`src/rtl/edge_line_writeback.sv`:
```
`default_nettype none
// ============================================================================
// Module      : edge_line_writeback
// Description : Write-back stage of the edge-detection coprocessor. Processed
//               64-bit lines arrive as one-cycle strobes with their output
//               index, are buffered in a small FIFO and each is written to
//               the result RAM as two 32-bit words at base + 2*index (low
//               word first). done is raised once the armed number of lines
//               has been written.
// Ports       : clk_50M, reset (async, active high)
//               start, address_out_base, line_count        - arm a new image
//               line_valid, line_data, line_index          - incoming lines
//               wr_en, wr_address, wr_data                 - result RAM port
//               busy, done, overflow, lines_written        - status
// Revision    : 1.0 - initial release
// ============================================================================
module edge_line_writeback #(
   parameter int LINE_W     = 64,
   parameter int WORD_W     = 32,
   parameter int ADDR_W     = 12,
   parameter int FIFO_DEPTH = 4
) (
   input  logic              clk_50M,
   input  logic              reset,
   input  logic              start,
   input  logic [ADDR_W-1:0] address_out_base,
   input  logic [ADDR_W-1:0] line_count,
   input  logic              line_valid,
   input  logic [LINE_W-1:0] line_data,
   input  logic [ADDR_W-1:0] line_index,
   output logic              wr_en,
   output logic [ADDR_W-1:0] wr_address,
   output logic [WORD_W-1:0] wr_data,
   output logic              busy,
   output logic              done,
   output logic              overflow,
   output logic [ADDR_W-1:0] lines_written
);

   localparam int                C_PTR_W    = $clog2(FIFO_DEPTH);
   localparam int                C_ENTRY_W  = ADDR_W + LINE_W;
   localparam logic [C_PTR_W:0]  C_OCC_FULL = (C_PTR_W + 1)'(FIFO_DEPTH);
   localparam logic [C_PTR_W-1:0] C_PTR_ONE = {{(C_PTR_W-1){1'b0}}, 1'b1};
   localparam logic [ADDR_W-1:0] C_ADDR_ONE = {{(ADDR_W-1){1'b0}}, 1'b1};

   typedef enum logic [2:0] {
      S_IDLE     = 3'd0,
      S_ARMED    = 3'd1,
      S_WRITE_LO = 3'd2,
      S_WRITE_HI = 3'd3,
      S_DONE     = 3'd4
   } state_t;

   state_t               r_state;
   logic [ADDR_W-1:0]    r_base;
   logic [ADDR_W-1:0]    r_count;

   // Line buffer: each entry holds {index, data}
   logic [C_ENTRY_W-1:0] r_mem [FIFO_DEPTH];
   logic [C_PTR_W-1:0]   r_wr_ptr;
   logic [C_PTR_W-1:0]   r_rd_ptr;
   logic [C_PTR_W:0]     r_occ;

   logic                 w_active;
   logic                 w_pop;
   logic                 w_push_req;
   logic                 w_push_ok;
   logic                 w_drop;
   logic [C_ENTRY_W-1:0] w_head;
   logic [LINE_W-1:0]    w_head_data;
   logic [ADDR_W-1:0]    w_head_idx;
   logic [ADDR_W-1:0]    w_addr_lo;
   logic [ADDR_W-1:0]    w_addr_hi;

   assign w_active   = (r_state == S_ARMED) || (r_state == S_WRITE_LO) ||
                       (r_state == S_WRITE_HI);
   // The head line is retired on the cycle its high word is presented.
   assign w_pop      = (r_state == S_WRITE_HI);
   assign w_push_req = line_valid && w_active;
   // A full buffer still accepts a line when the head leaves in the same cycle.
   assign w_push_ok  = w_push_req && ((r_occ != C_OCC_FULL) || w_pop);
   assign w_drop     = w_push_req && !w_push_ok;

   assign w_head      = r_mem[r_rd_ptr];
   assign w_head_data = w_head[LINE_W-1:0];
   assign w_head_idx  = w_head[C_ENTRY_W-1:LINE_W];
   // Modulo-2^ADDR_W arithmetic; wrap-around is intentional and silent.
   assign w_addr_lo   = r_base + w_head_idx + w_head_idx;
   assign w_addr_hi   = w_addr_lo + C_ADDR_ONE;

   // Storage needs no reset: occupancy/pointers define validity.
   always_ff @(posedge clk_50M) begin
      if (w_push_ok) begin
         r_mem[r_wr_ptr] <= {line_index, line_data};
      end
   end

   always_ff @(posedge clk_50M or posedge reset) begin
      if (reset) begin
         r_wr_ptr <= '0;
         r_rd_ptr <= '0;
         r_occ    <= '0;
      end else begin
         if (w_push_ok) begin
            r_wr_ptr <= r_wr_ptr + C_PTR_ONE;
         end
         if (w_pop) begin
            r_rd_ptr <= r_rd_ptr + C_PTR_ONE;
         end
         case ({w_push_ok, w_pop})
            2'b10:   r_occ <= r_occ + 1'b1;
            2'b01:   r_occ <= r_occ - 1'b1;
            default: r_occ <= r_occ;
         endcase
      end
   end

   always_ff @(posedge clk_50M or posedge reset) begin
      if (reset) begin
         r_state       <= S_IDLE;
         r_base        <= '0;
         r_count       <= '0;
         wr_en         <= 1'b0;
         wr_address    <= '0;
         wr_data       <= '0;
         busy          <= 1'b0;
         done          <= 1'b0;
         overflow      <= 1'b0;
         lines_written <= '0;
      end else begin
         if (w_drop) begin
            overflow <= 1'b1;
         end
         case (r_state)
            S_IDLE, S_DONE: begin
               wr_en <= 1'b0;
               if (start) begin
                  r_base        <= address_out_base;
                  r_count       <= line_count;
                  lines_written <= '0;
                  overflow      <= 1'b0;
                  busy          <= 1'b1;
                  done          <= 1'b0;
                  r_state       <= S_ARMED;
               end
            end
            S_ARMED: begin
               if (lines_written == r_count) begin
                  busy    <= 1'b0;
                  done    <= 1'b1;
                  r_state <= S_DONE;
               end else if (r_occ != '0) begin
                  wr_en      <= 1'b1;
                  wr_address <= w_addr_lo;
                  wr_data    <= w_head_data[WORD_W-1:0];
                  r_state    <= S_WRITE_LO;
               end
            end
            S_WRITE_LO: begin
               wr_en      <= 1'b1;
               wr_address <= w_addr_hi;
               wr_data    <= w_head_data[LINE_W-1:WORD_W];
               r_state    <= S_WRITE_HI;
            end
            S_WRITE_HI: begin
               wr_en         <= 1'b0;
               lines_written <= lines_written + C_ADDR_ONE;
               r_state       <= S_ARMED;
            end
            default: begin
               wr_en   <= 1'b0;
               busy    <= 1'b0;
               r_state <= S_IDLE;
            end
         endcase
      end
   end

endmodule
`default_nettype wire

```
`config.mk`:
```
export PLATFORM = sky130hd
export DESIGN_NAME = edge_line_writeback
export DESIGN_NICKNAME = d
export VERILOG_FILES = /design/src/rtl/edge_line_writeback.sv
export SDC_FILE = /design/constraint.sdc
export NUM_CORES = 1
export LEC_CHECK = 0
export CAP_MARGIN = 20
export CORE_MARGIN = 2
export CORE_UTILIZATION = 30
export CTS_BUF_LIST = sky130_fd_sc_hd__clkbuf_8
export DETAILED_ROUTE_END_ITERATION = 7
export PLACE_DENSITY = 0.51
export REMOVE_ABC_BUFFERS = 1
export SYNTH_ARGS = -nofsm -noshare
export SYNTH_HDL_FRONTEND = slang
export SYNTH_SLANG_ARGS = --single-unit
```
`constraint.sdc`:
```
create_clock -name clk_50M -period 3.3 [get_ports clk_50M]
set_input_delay 0.33 -clock clk_50M [delete_from_list [all_inputs] [get_ports clk_50M]]
set_output_delay 0.33 -clock clk_50M [all_outputs]
set_load 0.01 [all_outputs]
```
==> images/m4.png <==
The bar under the picture is 50 um long.
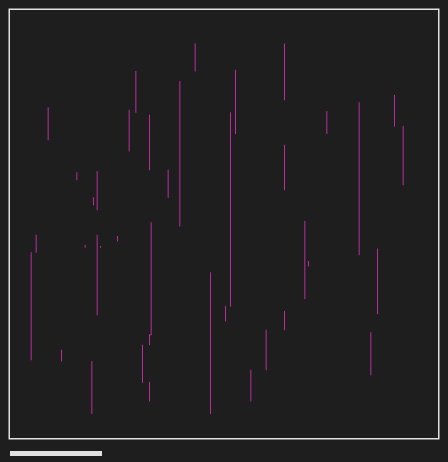
The layer carries 1,060 um of wire. The longest straight run is 105 um.

==> images/sizing.png <==
The bar under the picture is 50 um long.
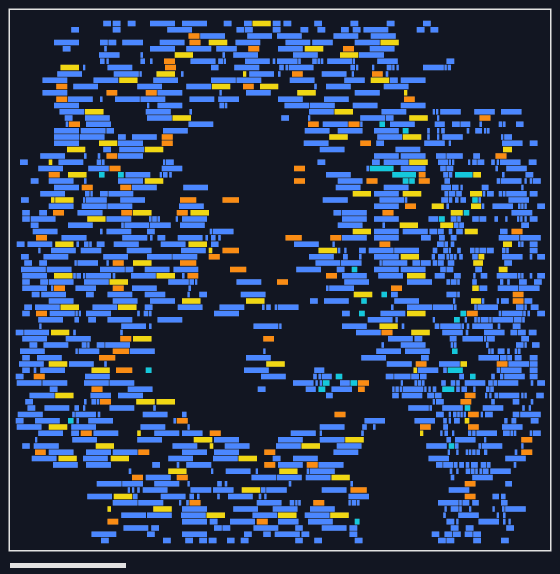
Cyan stands for x3 and x4, cells 31. Yellow stands for x2, cells 101. Orange stands for x6 and larger, cells 97. Blue stands for x1 and smaller, cells 1,005.
Worst Slack Setup Final: 0.119 ns
Non-CTS buffers: 194

==> images/pinout.png <==
Pins as bars across the die edge, other pins in grey.
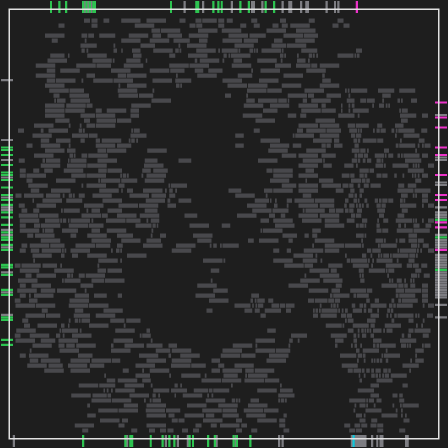
Cyan stands for `overflow`, pins 1, direction output, edge south. Magenta stands for `wr_address`, pins 12, direction output, edge 11 east, 1 north. Green stands for `line_data`, pins 64, direction input, edge 28 west, 18 north, 15 south, 3 east.
Die Span Y: 233 um
width of the die: 233 um
port buffer count: 162

==> images/clock_nets.png <==
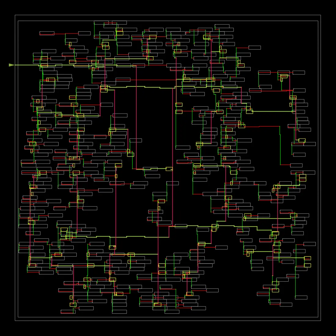
clock buffers: 85
total clock buffers created by CTS: 73
clock latency at the later pin of the worst-skew pair: 0.63 ns

==> images/clock_wires.png <==
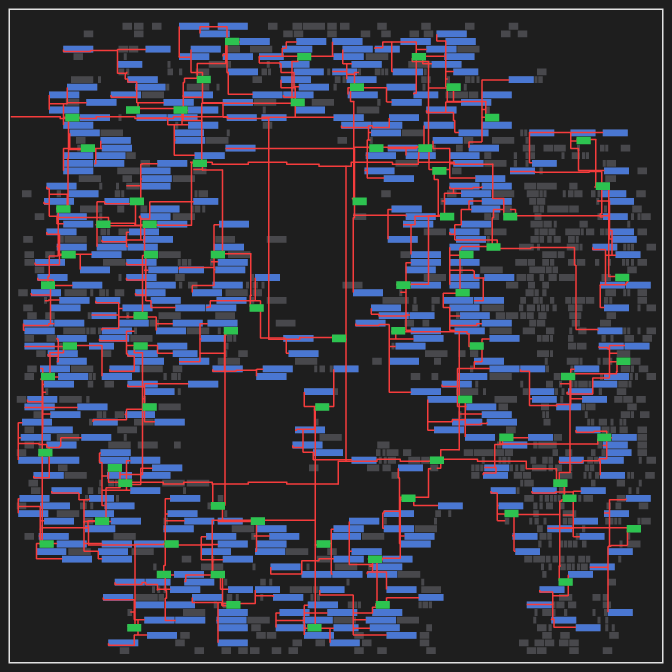
Blue stands for flip-flops, count 394. Red stands for clock wires, length 5,920 um. Green stands for clock-net drivers, count 73.
There are 74 routed clock nets.
Fin Clk Skew: 0.0336 ns
Power Clock: 4.37 mW

==> what timing repair did <==
action | CTS | global route
endpoints found under the hold margin | 12 | 0
gates resized | 0 | 5
hold buffers | 1 | 0
setup endpoints to repair | 0 | 4
==> power breakdown <==
group	internal [mW]	total [mW]	switching, mW	leakage, nW
Clock	2.34	4.37	2.03	0.814
Sequential	6.67	7.21	0.546	3.86
Combinational	3.19	6.92	3.73	2.45
Total	12.2	18.5	6.30	7.13
==> layout make-up <==
type	count	area [sq um]	share of cell area
sequential	394	11400	0.574
multi-input combinational	502	4160	0.210
timing repair buffer	194	1990	0.101
clock buffer	85	1170	0.0591
tap	680	851	0.0430
clock inverter	46	195	0.00986
inverter	13	51.3	0.00259
antenna	2	5.00	0.000253
==> registers in the layout, summed over array words and instances, names as in the netlist, 3 cells and up <==
signal         cells
r_mem            300
r_base            12
r_count           12
r_state            3
lines_written     12
wr_address        12
wr_data           32
r_occ              3
==> cell usage in the layout (no fill, tap or decap), types with 4 or more instances in the layout <==
| cell type | instances |
|---|---|
| edfxtp_1 | 300 |
| clkdlybuf4s50_1 | 162 |
| nand2_1 | 161 |
| dfrtp_1 | 92 |
| clkbuf_8 | 85 |
| mux4_2 | 75 |
| nor2_1 | 56 |
| inv_1 | 39 |
| a31oi_1 | 35 |
| o21ai_0 | 21 |
| buf_4 | 21 |
| xor2_1 | 19 |
| a21oi_1 | 16 |
| xnor2_1 | 16 |
| ha_1 | 15 |
| nand3_1 | 11 |
| clkinv_2 | 10 |
| buf_12 | 10 |
| clkinv_1 | 7 |
| nor3_1 | 5 |
| a21o_1 | 5 |
| mux2i_1 | 4 |
| o31ai_1 | 4 |
| and2_4 | 4 |
==> impl_metrics.tcl <==
# flow metrics
set metrics [dict create \
    timing.hold.worst_path_depth 3 \
    routed_via_density 4.58 \
    synthDominantAreaCellType "edfxtp_1" \
    dp_cells 1782 \
    complex_gate_fraction_of_the_synthesized_area 0.0388 \
    post-route-period-util 0.964 \
    synthesis.yosys.warnings 0 \
    yosys_most_used_dff "edfxtp_1" \
    dpl_worst_slack_ns 0.0952 \
    gr-usage-met3 0.0466 \
    met2_capacity_usage_during_global_routing 0.223 \
    num-fill-cells 4864 \
    fin_tns_setup_ns 0 \
    simple_gate_area_frac 0.0746 \
    ctsHtreeMaxLevel 3 \
    run_status "complete, no violations" \
    detail_route.wl_per_cell_um 19.2 \
    hold_slack_ns 0.238 \
    met1_use_gr 0.177 \
    grt_pass1_wl_mm 56.1 \
    areaGrowthSynthToFinish_pct 25.9 \
    tritoncts "built" \
    critPathLaunchType "flip-flop" \
    met1Wirelength_mm 16.1 \
    initialDrtViolationCount 567 \
    ff_to_ff_start "r_rd_ptr[0]" \
    postRouteWirelength_mm 36.7 \
    post_synthesis_async_set_or_reset_flop_share 0.239 \
    initial_utilization 0.305 \
    grt_setup_unrepaired "yes" \
    ios 164 \
]
Power figures rest on the tool's default switching activity, not on a simulated workload.
